Figure 1. Metal 1 (run 1).
Bar = 20 um. Supply wires on this layer in gray.
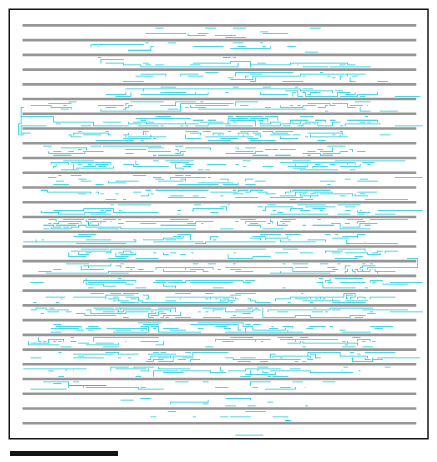
Figure 2. Signal wires on met2 (run 1).
Cells faint in the background.
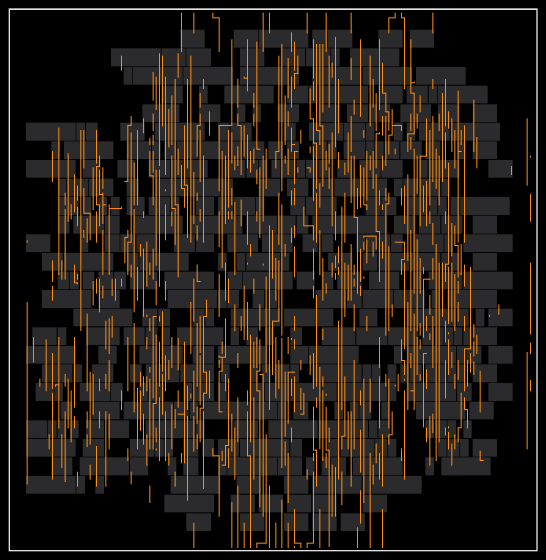
Figure 3. Met3 routing (run 1).
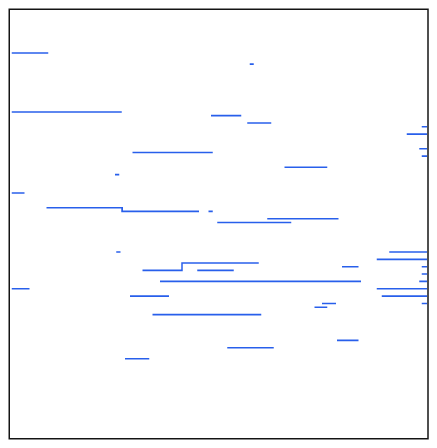
`src/rtl/histogram_pkg.sv`:
```
// Shared definitions for the histogram controller: FSM state encoding and
// default memory-latency / batch-size constants.
package histogram_pkg;

    localparam int unsigned DEFAULT_MEM_LATENCY      = 1;
    localparam int unsigned DEFAULT_PIXELS_PER_BATCH = 32;

    typedef enum logic [3:0] {
        IDLE,
        RD_IN,
        WAIT_IN,
        LOAD_IN,
        RD_SCR,
        WAIT_SCR,
        LOAD_SCR,
        WRITE,
        SHIFT,
        DONE
    } state_t;

endpackage

```
`src/rtl/histogram_wait_timer.sv`:
```
// Down-counter that times the memory read latency; expired is high once the
// loaded count has run out.
module histogram_wait_timer (
    input  logic       clock,
    input  logic       reset,
    input  logic       load,
    input  logic [3:0] load_value,
    input  logic       count,
    output logic       expired
);

    logic [3:0] remaining;

    always_ff @(posedge clock) begin
        if (reset) begin
            remaining <= '0;
        end else if (load) begin
            remaining <= load_value;
        end else if (count && (remaining != '0)) begin
            remaining <= remaining - 4'd1;
        end
    end

    assign expired = (remaining == '0);

endmodule

```
`src/rtl/histogram_control.sv`:
```
// Sequencer for the histogram datapath: reads input-memory batches, then per
// pixel does a read-modify-write of the scratch bin memory.
module histogram_control
    import histogram_pkg::*;
#(
    parameter int unsigned MEM_LATENCY      = DEFAULT_MEM_LATENCY,
    parameter int unsigned PIXELS_PER_BATCH = DEFAULT_PIXELS_PER_BATCH
) (
    input  logic        clock,
    input  logic        reset,
    input  logic        start,
    input  logic [15:0] num_batches,
    input  logic        all_pixel_written,
    output logic        set_read_address_input_mem,
    output logic        read_data_ready_input_mem,
    output logic        set_read_address_scratch_mem,
    output logic        read_data_ready_scratch_mem,
    output logic        set_write_address_scratch_mem,
    output logic        shift_scratch_memory_rw_address,
    output logic        busy,
    output logic        done,
    output logic [15:0] batch_count
);

    // The timer is loaded in the read state so the wait state spans MEM_LATENCY cycles.
    localparam logic [3:0] WAIT_PRELOAD = 4'(MEM_LATENCY - 1);
    localparam logic [5:0] PIXEL_LIMIT  = 6'(PIXELS_PER_BATCH);

    state_t      state;
    state_t      next_state;
    logic [15:0] batch_target;
    logic [15:0] batch_next;
    logic [5:0]  pixel_count;
    logic [5:0]  pixel_next;
    logic        batch_end;
    logic        wait_load;
    logic        wait_count;
    logic        wait_expired;

    always_comb begin
        wait_load  = (state == RD_IN) || (state == RD_SCR);
        wait_count = (state == WAIT_IN) || (state == WAIT_SCR);
    end

    histogram_wait_timer wait_timer (
        .clock      (clock),
        .reset      (reset),
        .load       (wait_load),
        .load_value (WAIT_PRELOAD),
        .count      (wait_count),
        .expired    (wait_expired)
    );

    always_comb begin
        next_state = state;
        batch_end  = 1'b0;
        pixel_next = pixel_count + 6'd1;
        batch_next = batch_count + 16'd1;
        case (state)
            IDLE:     if (start) next_state = (num_batches == '0) ? DONE : RD_IN;
            RD_IN:    next_state = WAIT_IN;
            WAIT_IN:  if (wait_expired) next_state = LOAD_IN;
            LOAD_IN:  next_state = RD_SCR;
            RD_SCR:   next_state = WAIT_SCR;
            WAIT_SCR: if (wait_expired) next_state = LOAD_SCR;
            LOAD_SCR: next_state = WRITE;
            WRITE:    next_state = SHIFT;
            SHIFT: begin
                // SHIFT sits between WRITE and the next scratch read so a repeated bin sees its update.
                if ((pixel_next < PIXEL_LIMIT) && !all_pixel_written) begin
                    next_state = RD_SCR;
                end else begin
                    batch_end  = 1'b1;
                    next_state = (batch_next < batch_target) ? RD_IN : DONE;
                end
            end
            DONE:     next_state = IDLE;
            default:  next_state = IDLE;
        endcase
    end

    always_ff @(posedge clock) begin
        if (reset) begin
            state                           <= IDLE;
            set_read_address_input_mem      <= 1'b0;
            read_data_ready_input_mem       <= 1'b0;
            set_read_address_scratch_mem    <= 1'b0;
            read_data_ready_scratch_mem     <= 1'b0;
            set_write_address_scratch_mem   <= 1'b0;
            shift_scratch_memory_rw_address <= 1'b0;
            busy                            <= 1'b0;
            done                            <= 1'b0;
            batch_count                     <= '0;
            batch_target                    <= '0;
            pixel_count                     <= '0;
        end else begin
            state                           <= next_state;
            set_read_address_input_mem      <= (next_state == RD_IN);
            read_data_ready_input_mem       <= (next_state == LOAD_IN);
            set_read_address_scratch_mem    <= (next_state == RD_SCR);
            read_data_ready_scratch_mem     <= (next_state == LOAD_SCR);
            set_write_address_scratch_mem   <= (next_state == WRITE);
            shift_scratch_memory_rw_address <= (next_state == SHIFT);
            busy                            <= (next_state != IDLE);
            done                            <= (next_state == DONE);
            if ((state == IDLE) && start) begin
                batch_target <= num_batches;
                batch_count  <= '0;
                pixel_count  <= '0;
            end else if (state == SHIFT) begin
                if (batch_end) begin
                    batch_count <= batch_next;
                    pixel_count <= '0;
                end else begin
                    pixel_count <= pixel_next;
                end
            end
        end
    end

endmodule

```
`config.mk`:
```
export PLATFORM = sky130hd
export DESIGN_NAME = histogram_control
export DESIGN_NICKNAME = d
export VERILOG_FILES = /design/src/rtl/histogram_pkg.sv /design/src/rtl/histogram_wait_timer.sv /design/src/rtl/histogram_control.sv
export SDC_FILE = /design/constraint.sdc
export NUM_CORES = 1
export LEC_CHECK = 0
export ABC_CLOCK_PERIOD_IN_PS = 8400
export CORE_AREA = 2 2 75 77
export DETAILED_ROUTE_END_ITERATION = 6
export DIE_AREA = 0 0 77 79
export PLACE_DENSITY = 0.8
export SLEW_MARGIN = 20
export SYNTH_ARGS = -nofsm -noshare
export SYNTH_HDL_FRONTEND = slang
export SYNTH_SLANG_ARGS = --single-unit
```
`constraint.sdc`:
```
create_clock -name clock -period 8.4 [get_ports clock]
set_clock_uncertainty 0.2 [all_clocks]
set_input_delay 0.84 -clock clock [delete_from_list [all_inputs] [get_ports clock]]
set_output_delay 0.84 -clock clock [all_outputs]
set_load 0.02 [all_outputs]
```
==> results_dict.tcl, run 1 <==
# implementation run metrics
set metrics [dict create \
    row_count 27 \
    post-place-ws_ns 5.12 \
    viasPerCell 5.49 \
    worstPathCellList "ha_1 > nand3_1 > nor3_1 > nand2_1 > xnor2_1 > ha_1 > nand4_1 > nor3_1 > a221o_1 > o31ai_2 > and4bb_1" \
    slowest_stage "nor3_1" \
    ys_warn_count 0 \
    wire_per_inst_um 14.3 \
    ys_cells 349 \
    cts_tree "built" \
    synth_cell_types 52 \
    portBuffers 43 \
    cp_data_required_time_ns 8.46 \
    grt_pass1_wl_um 11000 \
    drt_iter0_markers 104 \
    top_area_cell "dfxtp_1" \
    setup_viol 0 \
    cts-root-buf "clkbuf_8" \
    place_hpwl_um 4900 \
    r2r_slack_ns 5.09 \
    p_switching_uw 174 \
    p_comb_frac 0.213 \
    holdWs_ns 0.263 \
    synth_area_mm2 0.00296 \
    ys_seq_share 0.365 \
    p_leak_uw 0.00131 \
    grt_pass1_vias 2458 \
    die_x_um 77 \
    min_period_over_period 0.395 \
    ff_type "dfxtp_1" \
    power.density_mw_per_mm2 167 \
    clkPwrFrac 0.294 \
    cts.hold.buffers_added 0 \
    crit_arrival_ns 3.37 \
    path_buffers 0 \
    dpl_cell_area_mm2 0.00342 \
    coreArea_mm2 0.00534 \
    ir_drop_mv 0.0932 \
    area_leaders "dfxtp_1, ha_1, nand2_1" \
    die_y_um 79 \
    routabilityCongestion 0.871 \
    dr.pass1.iters 4 \
    reg2reg_from "batch_count[0]" \
    path_class "flop to flop" \
    dp.cells 452 \
    clkTransAtPathRegs_ns 0.10 \
    timing.fmax_mhz 302 \
    antenna_found_initial 0 \
    initial_core_util 0.555 \
    whs_endpoint "batch_target[4]" \
    fin_cells 459 \
    grt_max_degree 26 \
    slew_headroom 0.408 \
    rsz0062_at_grt "false" \
    syn_area_per_cell_um2 8.49 \
    die_area_mm2 0.00608 \
    max_stage_delay_ns 0.55 \
    worst_r2r_path_depth 11 \
    synth_flops 54 \
    seqPwrFrac 0.493 \
    syn-num-nets 387 \
    final-hold-violation-count 0 \
    yosys_area_mm2 0.00296 \
    status "completed" \
    min_path_type "flop to flop" \
    area_growth_pct 19.0 \
    min_from "batch_target[4]" \
    cts_buffers 5 \
    cts_setup_buffers 0 \
    finish.instance_area_mm2 0.00353 \
    edf_count 0 \
    drc 0 \
    min_period_ns 3.31 \
    track_usage 0.223 \
    final_nets 425 \
    grt-ovfl-total 0 \
    worst_setup_path_end_kind "flop" \
    finalWorstSetupSlack_ns 5.09 \
    ant_nets 0 \
    io_pins 44 \
    p_sw_frac 0.296 \
    diodes 0 \
    finalMaxSlewViolations 0 \
    synthCells 349 \
]
## Picture notes: Figure 1
The longest straight run is 32.2 um. 389 nets have wire on it.

## Picture notes: Figure 2
367 nets have wire on it. The layer carries 3320 um of wire. The wires run mostly vertical. The layer holds 51% of the routed length. The longest straight run is 31.6 um.

## Picture notes: Figure 3
The layer carries 276 um of wire. 31 nets have wire on it. The layer holds 4.2% of the routed length. The wires run mostly horizontal. The longest straight run is 36.8 um.

-- run 1: power groups by stage --
stage          clock, uW  sequential, uW  combinational [uW]
6_report             172             290                 125
5_1_grt              185             292                 139
4_1_cts              176             289                 126
3_5_place_dp           0             295                 125
3_3_place_gp           0             295                 122
2_1_floorplan          0             291                91.2
-- run 1: flip-flops by register name (all words and copies together) (netlist names), 4 cells and up --
register / cells
batch_target: 16
pixel_count: 6
wait_timer.remaining: 4
state: 4
batch_count: 16
-- run 1: synth_stat cells (2+ instances only) --
master,count
ha_1,18
a21oi_1,25
nand4_1,12
nor4_2,3
xnor2_1,18
nand3_1,13
nand2_1,50
nor2_1,33
buf_2,3
nand2b_1,2
and3_1,7
nor2b_1,2
nor3_1,11
buf_1,4
o21ai_0,2
nor4_1,4
xor2_1,20
a21boi_0,2
dfxtp_1,54
and2_1,3
a21o_1,4
buf_6,2
mux2i_1,2
and3b_1,2
inv_1,20
a211oi_1,3
nand3b_1,2
clkbuf_1,3
a31oi_1,2
-- run 1: how the worst max path moves through the flow --
| stage | to | slack, ns | depth (start not counted) | start |
|---|---|---|---|---|
| 2_1_floorplan | set_read_address_input_mem | 5.30 | 11 | batch_count[0] |
| 3_3_place_gp | pixel_count[2] | 5.26 | 3 | reset |
| 3_5_place_dp | set_read_address_input_mem | 5.12 | 11 | batch_count[0] |
| 4_1_cts | set_read_address_input_mem | 5.08 | 11 | batch_count[0] |
| 5_1_grt | state[3] | 4.85 | 11 | batch_count[0] |
| 6_report | set_read_address_input_mem | 5.09 | 11 | batch_count[0] |
-- run 1: through the flow --
step           utilization  total power, uW
2_1_floorplan            -              382
3_3_place_gp         0.641              417
3_5_place_dp         0.641              420
4_1_cts              0.661              591
5_1_grt              0.661              616
6_report             0.661              588
-- run 1: cells by family after synthesis --
family / synth area share
AND-OR/OR-AND: 0.102
adder cells (fa/ha/maj): 0.0760
AND/OR/NAND/NOR: 0.286
XOR/XNOR: 0.112
buffers and inverters: 0.0469
multiplexers: 0.0118
flip-flops: 0.365
-- run 1: cell type report --
type / count / area, um2 / area share
Sequential cell: 54 / 1080 / 0.306
Timing Repair Buffer: 43 / 430 / 0.122
Clock buffer: 5 / 68.8 / 0.0195
Multi-Input combinational cell: 263 / 1740 / 0.494
Tap cell: 72 / 90.1 / 0.0255
Inverter: 20 / 75.1 / 0.0213
Clock inverter: 2 / 38.8 / 0.0110
-- run 1: per-layer routing --
layer / wire (um) / GRT usage
met5: 0 / 0
met4: 106 / 0.0696
met3: 276 / 0.0477
met2: 3320 / 0.405
met1: 2860 / 0.265
-- run 1: placed cells by master (no fill, tap or decap), types with 3 or more instances in the layout --
| master | n |
|---|---|
| a21o_1 | 4 |
| nand4_1 | 12 |
| a21oi_1 | 25 |
| xor2_1 | 20 |
| nor4_1 | 4 |
| nor2_1 | 33 |
| a211oi_1 | 3 |
| clkbuf_8 | 5 |
| and3_1 | 7 |
| ha_1 | 18 |
| nor3_1 | 11 |
| nand3_1 | 13 |
| nor4_2 | 3 |
| nand2_1 | 50 |
| and2_1 | 3 |
| dfxtp_1 | 54 |
| clkdlybuf4s50_1 | 43 |
| inv_1 | 20 |
| xnor2_1 | 18 |
Figure 4. Routing congestion (run 1).
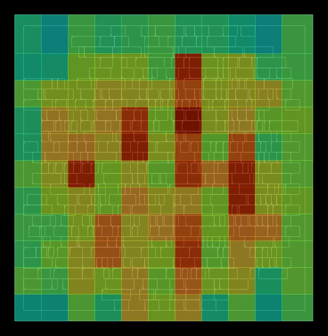

--- run 2 (diff from run 1) ---
Settings changed: ABC_CLOCK_PERIOD_IN_PS 8400 to 3300, CORE_AREA 2 2 75 77 to 2 2 78 80, DIE_AREA 0 0 77 79 to 0 0 80 82, PLACE_DENSITY 0.8 to 0.74.
Clock period 8.4 ns to 3.3 ns, I/O delays scaled along.
Figure 5. Routing congestion (run 2).
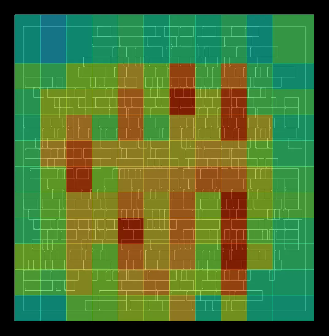
met2 Use GR: 0.383
Overall Global Routing Usage: 0.217
Avg WL per Cell: 14.2 um
final core utilization: 0.619

==> run 2 against run 1 <==
  * Non-clock buffer count increased by 6
  * Cell count increased by 2.2%
  * Combinational power increased to 2.6 times the previous value
  * Largest power group unchanged
  * Synthesized cell count unchanged
  * Via count increased by 3.0%
  * Register-to-register slack got worse by 4.9 ns
  * Routed wire length increased by 1.6%
  * Critical endpoint unchanged
  * Global-route usage decreased by 0.65 points
  * Die size increased by 7.8%
  * Final area increased by 0.82%
  * Area after synthesis unchanged
==> results_dict.tcl, run 2 <==
# implementation run metrics
set metrics [dict create \
    status "completed" \
    place_hpwl_um 5040 \
    ys_warn_count 0 \
    critPathLaunchType "flop" \
    drt_iter0_markers 135 \
    path_buffers 1 \
    cts.hold.buffers_added 0 \
    wl_met3_um 297 \
    fin_cells 469 \
    row_count 28 \
    seqCellArea_mm2 0.00108 \
    dpl_cell_area_mm2 0.00345 \
    dr.pass1.iters 4 \
    routabilityCongestion 0.861 \
    timing.fmax_mhz 318 \
    final-hold-violation-count 0 \
    final_nets 431 \
    mi_logic_area_mm2 0.00174 \
    cp_data_required_time_ns 3.36 \
    ant_nets 0 \
    io_pins 44 \
    layout_top_cells "dfxtp_1, nand2_1, clkdlybuf4s50_1, nor2_1, a21oi_1" \
    diodes 0 \
    edf_count 0 \
    top_layer "met4" \
    viasPerCell 5.54 \
    portBuffers 43 \
    synthCells 349 \
    ir_drop_mv 0.294 \
    finish.instance_area_mm2 0.00356 \
    dp.cells 459 \
    max_stage_delay_ns 0.42 \
    common_cells "dfxtp_1, nand2_1, nor2_1" \
    synth_flops 54 \
    grt_pass1_vias 2480 \
    holdWs_ns 0.260 \
    drc 0 \
    ff_type "dfxtp_1" \
    area_growth_pct 20.0 \
    cts-root-buf "clkbuf_8" \
    die_area_mm2 0.00656 \
    crit_arrival_ns 3.20 \
    min_path_type "flop to flop" \
    path_class "flop to flop" \
    final.setup.tns_ns 0 \
    coreArea_mm2 0.00575 \
    clock_latency_ns 0.31 \
    cts_tree "built" \
    initial_core_util 0.516 \
    top_area_cell "dfxtp_1" \
    reg.largest.list "batch_count (16), batch_target (16), pixel_count (6)" \
    antenna_found_initial 0 \
    ys_cells 349 \
    ys_seq_share 0.365 \
    rsz0062_at_grt "false" \
    clkTransAtPathRegs_ns 0.10 \
    area_leaders "dfxtp_1, ha_1, nand2_1" \
    grt-ovfl-total 0 \
    worstPathCellList "ha_1 > nand3_1 > nor3_1 > buf_4 > nand2_1 > xnor2_1 > ha_1 > nand4_1 > nor3_1 > a221o_1 > o31ai_2 > and4bb_1" \
    setup_viol 0 \
    layout_top_cell "dfxtp_1" \
    p_leak_uw 0.00133 \
    die_y_um 82 \
    synth.most_common_cell "dfxtp_1" \
    wl_met1_um 2940 \
    h-tree-depth 2 \
    cts_buffers 5 \
    power.density_mw_per_mm2 403 \
    syn_area_per_cell_um2 8.49 \
    finalMaxSlewViolations 0 \
    syn-num-nets 387 \
    grt_max_degree 26 \
    worst_setup_path_end_kind "flop" \
    slowest_stage "dfxtp_1" \
    route.met2.wl_um 3330 \
    synth_cell_types 52 \
    die_x_um 80 \
    min_period_over_period 0.952 \
    min_period_ns 3.14 \
    yosys_area_mm2 0.00296 \
    report.power.total_uw 1430 \
    slew_headroom 0.372 \
    synth_area_mm2 0.00296 \
]
Figure 6. Signal wires on met2 (run 2).
Cells faint in the background.
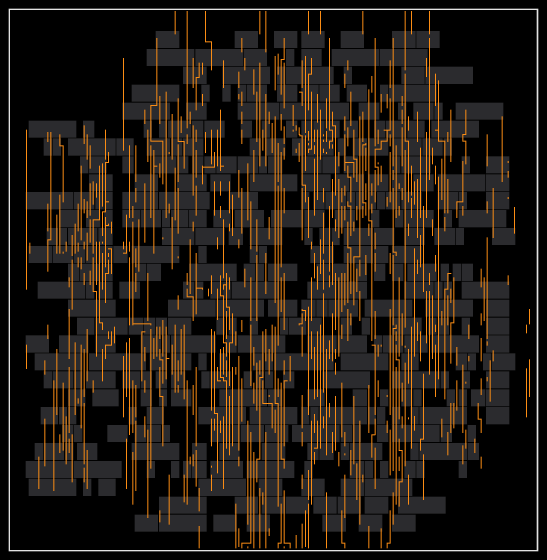
The longest straight run is 30.6 um. 374 nets have wire on it. The layer holds 50% of the routed length. The layer carries 3330 um of wire. The wires run mostly vertical.

[run 2: cell count changes in the layout (fill, tap and decap cells not counted)]
cell and change:
clkbuf_1 +1, buf_4 +6, dfxtp_2 +1, dfxtp_1 -1, bufinv_16 -1, clkinv_2 +1
[run 2: worst min-delay path: stages (launching register included)]
cell     delay [ns]
dfxtp_1        0.32
nand2_1        0.05
a21oi_1        0.05
[run 2: what timing repair did]
action	in CTS	in global routing
setup endpoints to repair	0	2
buffers inserted	0	2
gates resized	0	1
[run 2: area by class of cell]
cell class              count  share of cell area
well taps                  75              0.0264
multi-input cells         263               0.490
inverters                  20              0.0211
clock buffers               6              0.0204
flip-flops and latches     54               0.304
clock inverters             2             0.00387
repair buffers             49               0.134
[run 2: worst paths after layout]
kind | endpoint | from | cells past startpoint | slack [ns]
setup / recovery | set_read_address_input_mem | batch_count[1] | 12 | 0.16
hold / removal | batch_target[3] | batch_target[3] | 2 | 0.26
setup reg to reg | set_read_address_input_mem | batch_count[1] | 12 | 0.16
hold reg to reg | batch_target[3] | batch_target[3] | 2 | 0.26
[run 2: stage by stage]
| stage | setup WS [ns] | util |
|---|---|---|
| after global placement | 0.325 | 0.601 |
| after floorplan | 0.200 | - |
| final | 0.159 | 0.619 |
| after CTS | 0.212 | 0.616 |
| after detailed placement | 0.260 | 0.601 |
| after global routing | 0.00251 | 0.619 |
[run 2: kinds of logic (layout without fill, tap and decap cells)]
logic type	count (synthesis)	after routing	synth area share
buffers and inverters	32	77	0.0469
adders and majority gates	18	18	0.0760
and+or+nand+nor	157	157	0.286
xor gates and xnor gates	38	38	0.112
muxes	3	3	0.0118
DFF	54	54	0.365
AOI/OAI and AO/OA	47	47	0.102
[run 2: where the power goes]
| part | total [uW] | switching, uW | internal, uW |
|---|---|---|---|
| Combinational | 331 | 189 | 141 |
| Sequential | 736 | 41.2 | 695 |
| Clock | 366 | 216 | 150 |
| Total | 1430 | 446 | 987 |
[run 2: metal layers]
layer | vias up | track usage
met2 | 58 | 0.383
met5 | - | 0
met4 | 0 | 0.0661
met3 | 14 | 0.0484
li1 | 1293 | -
met1 | 1232 | 0.264
--- run 3 (diff from run 2) ---
Settings changed: ABC_CLOCK_PERIOD_IN_PS 3300 to 3900, CORE_AREA 2 2 78 80 to 3 3 76 78, DIE_AREA 0 0 80 82 to 0 0 79 81, MAX_ROUTING_LAYER set to met4, PLACE_DENSITY 0.74 to 0.8.
Clock period 3.3 ns to 3.9 ns, I/O delays scaled along.
==> run 3 against run 2 <==
  * Maximum frequency down 4.0%
  * Power shrank 14%
  * Clock-buffer cell count fell by 1
  * Worst setup slack better by 0.47 ns
  * Utilization rose by 6.7 points
  * Register-to-register slack better by 0.47 ns
==> results_dict.tcl, run 3 <==
# implementation run metrics
set metrics [dict create \
    yosysTopAreaCellShare 0.365 \
    wire_per_inst_um 13.8 \
    ir_drop_mv 0.170 \
    finalMaxSlewViolations 0 \
    viasPerCell 5.48 \
    synthCells 349 \
    crit_arrival_ns 3.33 \
    async_reset_ff_frac 0 \
    common_cells "dfxtp_1, nand2_1, nor2_1" \
    h-tree-depth 2 \
    top_area_cell "dfxtp_1" \
    syn-num-nets 387 \
    cts_tree "built" \
    setup_viol 0 \
    final-hold-violation-count 0 \
    reg2reg_from "batch_count[0]" \
    critPathLaunchType "flop" \
    min_path_cells 2 \
    path_class "flop to flop" \
    synth_flops 54 \
    fin_util 0.686 \
    reg.largest.list "batch_count (16), batch_target (16), pixel_count (6)" \
    rsz0062_at_grt "false" \
    layout_top_cells "dfxtp_1, nand2_1, clkdlybuf4s50_1, nor2_1, a21oi_1" \
    io_pins 44 \
    dp.cells 452 \
    path_max_fanout 6 \
    worst_r2r_path_depth 11 \
    ys_cells 349 \
    die_x_um 79 \
    place_hpwl_um 4880 \
    coreArea_mm2 0.00514 \
    edf_count 0 \
    min_path_type "flop to flop" \
    row_count 26 \
    finalWorstSetupSlack_ns 0.629 \
    cts_setup_buffers 0 \
    syn_area_per_cell_um2 8.49 \
    fin_cells 460 \
    worst_setup_path_end_kind "flop" \
    cts_buffers 5 \
    final_nets 427 \
    log.warning_count 26 \
    wl_um 6360 \
    dr.pass1.iters 5 \
    ff_type "dfxtp_1" \
    ctsResizeCount 0 \
    synth_area_mm2 0.00296 \
    timing.fmax_mhz 306 \
    maxCapViolCount 0 \
    area_leaders "dfxtp_1, ha_1, nand2_1" \
    cts.sinks 54 \
    drt_iter0_markers 200 \
    status "completed" \
    initial_core_util 0.576 \
    drc 0 \
    track_usage 0.215 \
    grt_pass1_wl_um 10700 \
    grt_max_degree 26 \
    p_leak_uw 0.00131 \
    slew_headroom 0.416 \
    tightest_slew_ns 0.876 \
    grt-ovfl-total 0 \
    die_y_um 81 \
    post-place-ws_ns 0.631 \
    area_growth_pct 19.0 \
    ant_nets 0 \
    cts-root-buf "clkbuf_8" \
    ctsLongestPathBuffers 2 \
    vias 2521 \
    crit_path_start "batch_count[0]" \
    final.setup.tns_ns 0 \
    power.density_mw_per_mm2 348 \
    portBuffers 43 \
    routabilityCongestion 0.824 \
    synth.most_common_cell "dfxtp_1" \
    antenna_found_initial 0 \
    ys_seq_share 0.365 \
    min_from "batch_target[9]" \
    ys_warn_count 0 \
    synth_cell_types 52 \
    die_area_mm2 0.00640 \
    final_layout_size_suffix_gt1_frac 0.0538 \
    yosys_area_mm2 0.00296 \
    cts.hold.buffers_added 0 \
    grt_pass1_vias 2322 \
    diodes 0 \
    clock_latency_ns 0.31 \
    layout_top_cell "dfxtp_1" \
    min_period_over_period 0.839 \
    cp_data_required_time_ns 3.96 \
    clkTransAtPathRegs_ns 0.11 \
    holdWs_ns 0.263 \
    min_period_ns 3.27 \
]
-- run 3: cell counts after synthesis --
Identical to the previous run, type by type.
-- run 3: final timing paths --
check / slack, ns / to
worst max register to register: 0.63 / set_read_address_input_mem
worst min register to register: 0.26 / batch_target[9]
worst min-delay path: 0.26 / batch_target[9]
worst max-delay path: 0.63 / set_read_address_input_mem
-- run 3: critical path, stage by stage (launching register included) --
cell and delay (ns):
dfxtp_1 0.43, ha_1 0.24, nand3_1 0.18, nor3_1 0.52
nand2_1 0.14, xnor2_1 0.19, ha_1 0.25, nand4_1 0.13
nor3_1 0.08, a221o_1 0.36, o31ai_2 0.26, and4bb_1 0.23
-- run 3: logic make-up after synthesis --
group           Yosys count  synth area share
xor+xnor                 38             0.112
simple gates            157             0.286
mux                       3            0.0118
flops                    54             0.365
fa+ha+maj                18            0.0760
buf+inv                  32            0.0469
compound gates           47             0.102
-- run 3: layout make-up --
| type | instances | area [um2] |
|---|---|---|
| clock buffers | 5 | 68.8 |
| inverters | 20 | 75.1 |
| well taps | 70 | 87.6 |
| fillers | 462 | 1610 |
| clock inverters | 3 | 26.3 |
| multi-input cells | 263 | 1740 |
| flip-flops and latches | 54 | 1080 |
| repair buffers | 45 | 445 |
-- run 3: through the flow --
step | cell area, um2 | power, uW
6_report | 3530 | 1230
5_1_grt | 3530 | 1300
3_3_place_gp | 3430 | 900
2_1_floorplan | 2960 | 822
4_1_cts | 3530 | 1240
3_5_place_dp | 3430 | 906
-- run 3: where the power goes --
group | total [uW] | switching [uW] | internal, uW
Combinational | 272 | 155 | 117
Clock | 333 | 201 | 133
Sequential | 623 | 34.9 | 588
Total | 1230 | 390 | 838
-- run 3: metal layers --
metal / up-vias / track usage / wire length, um
met4: 0 / 0.0601 / 92
li1: 1285 / - / -
met5: - / - / 0
met2: 62 / 0.353 / 3020
met1: 1163 / 0.272 / 2950
met3: 11 / 0.0432 / 308
Figure 7. Signal wires on met2 (run 3).
Cells faint in the background.
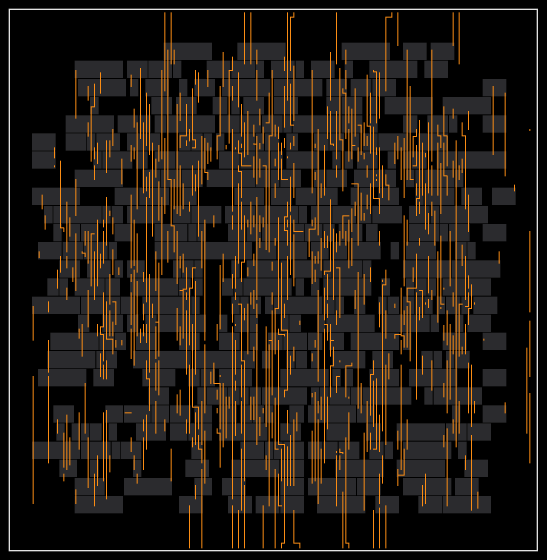
The longest straight run is 45.9 um. 365 nets have wire on it. The layer holds 47% of the routed length.

Figure 8. Metal 1 (run 3).
Bar = 20 um. Supply wires on this layer in gray.
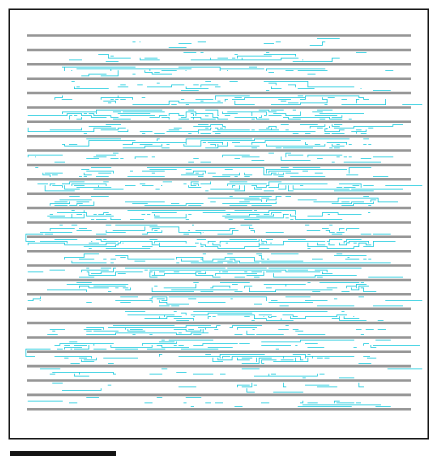
394 nets have wire on it. The layer carries 2950 um of wire. The longest straight run is 25.8 um. The layer holds 46% of the routed length.

Power and IR drop assume default switching activity.
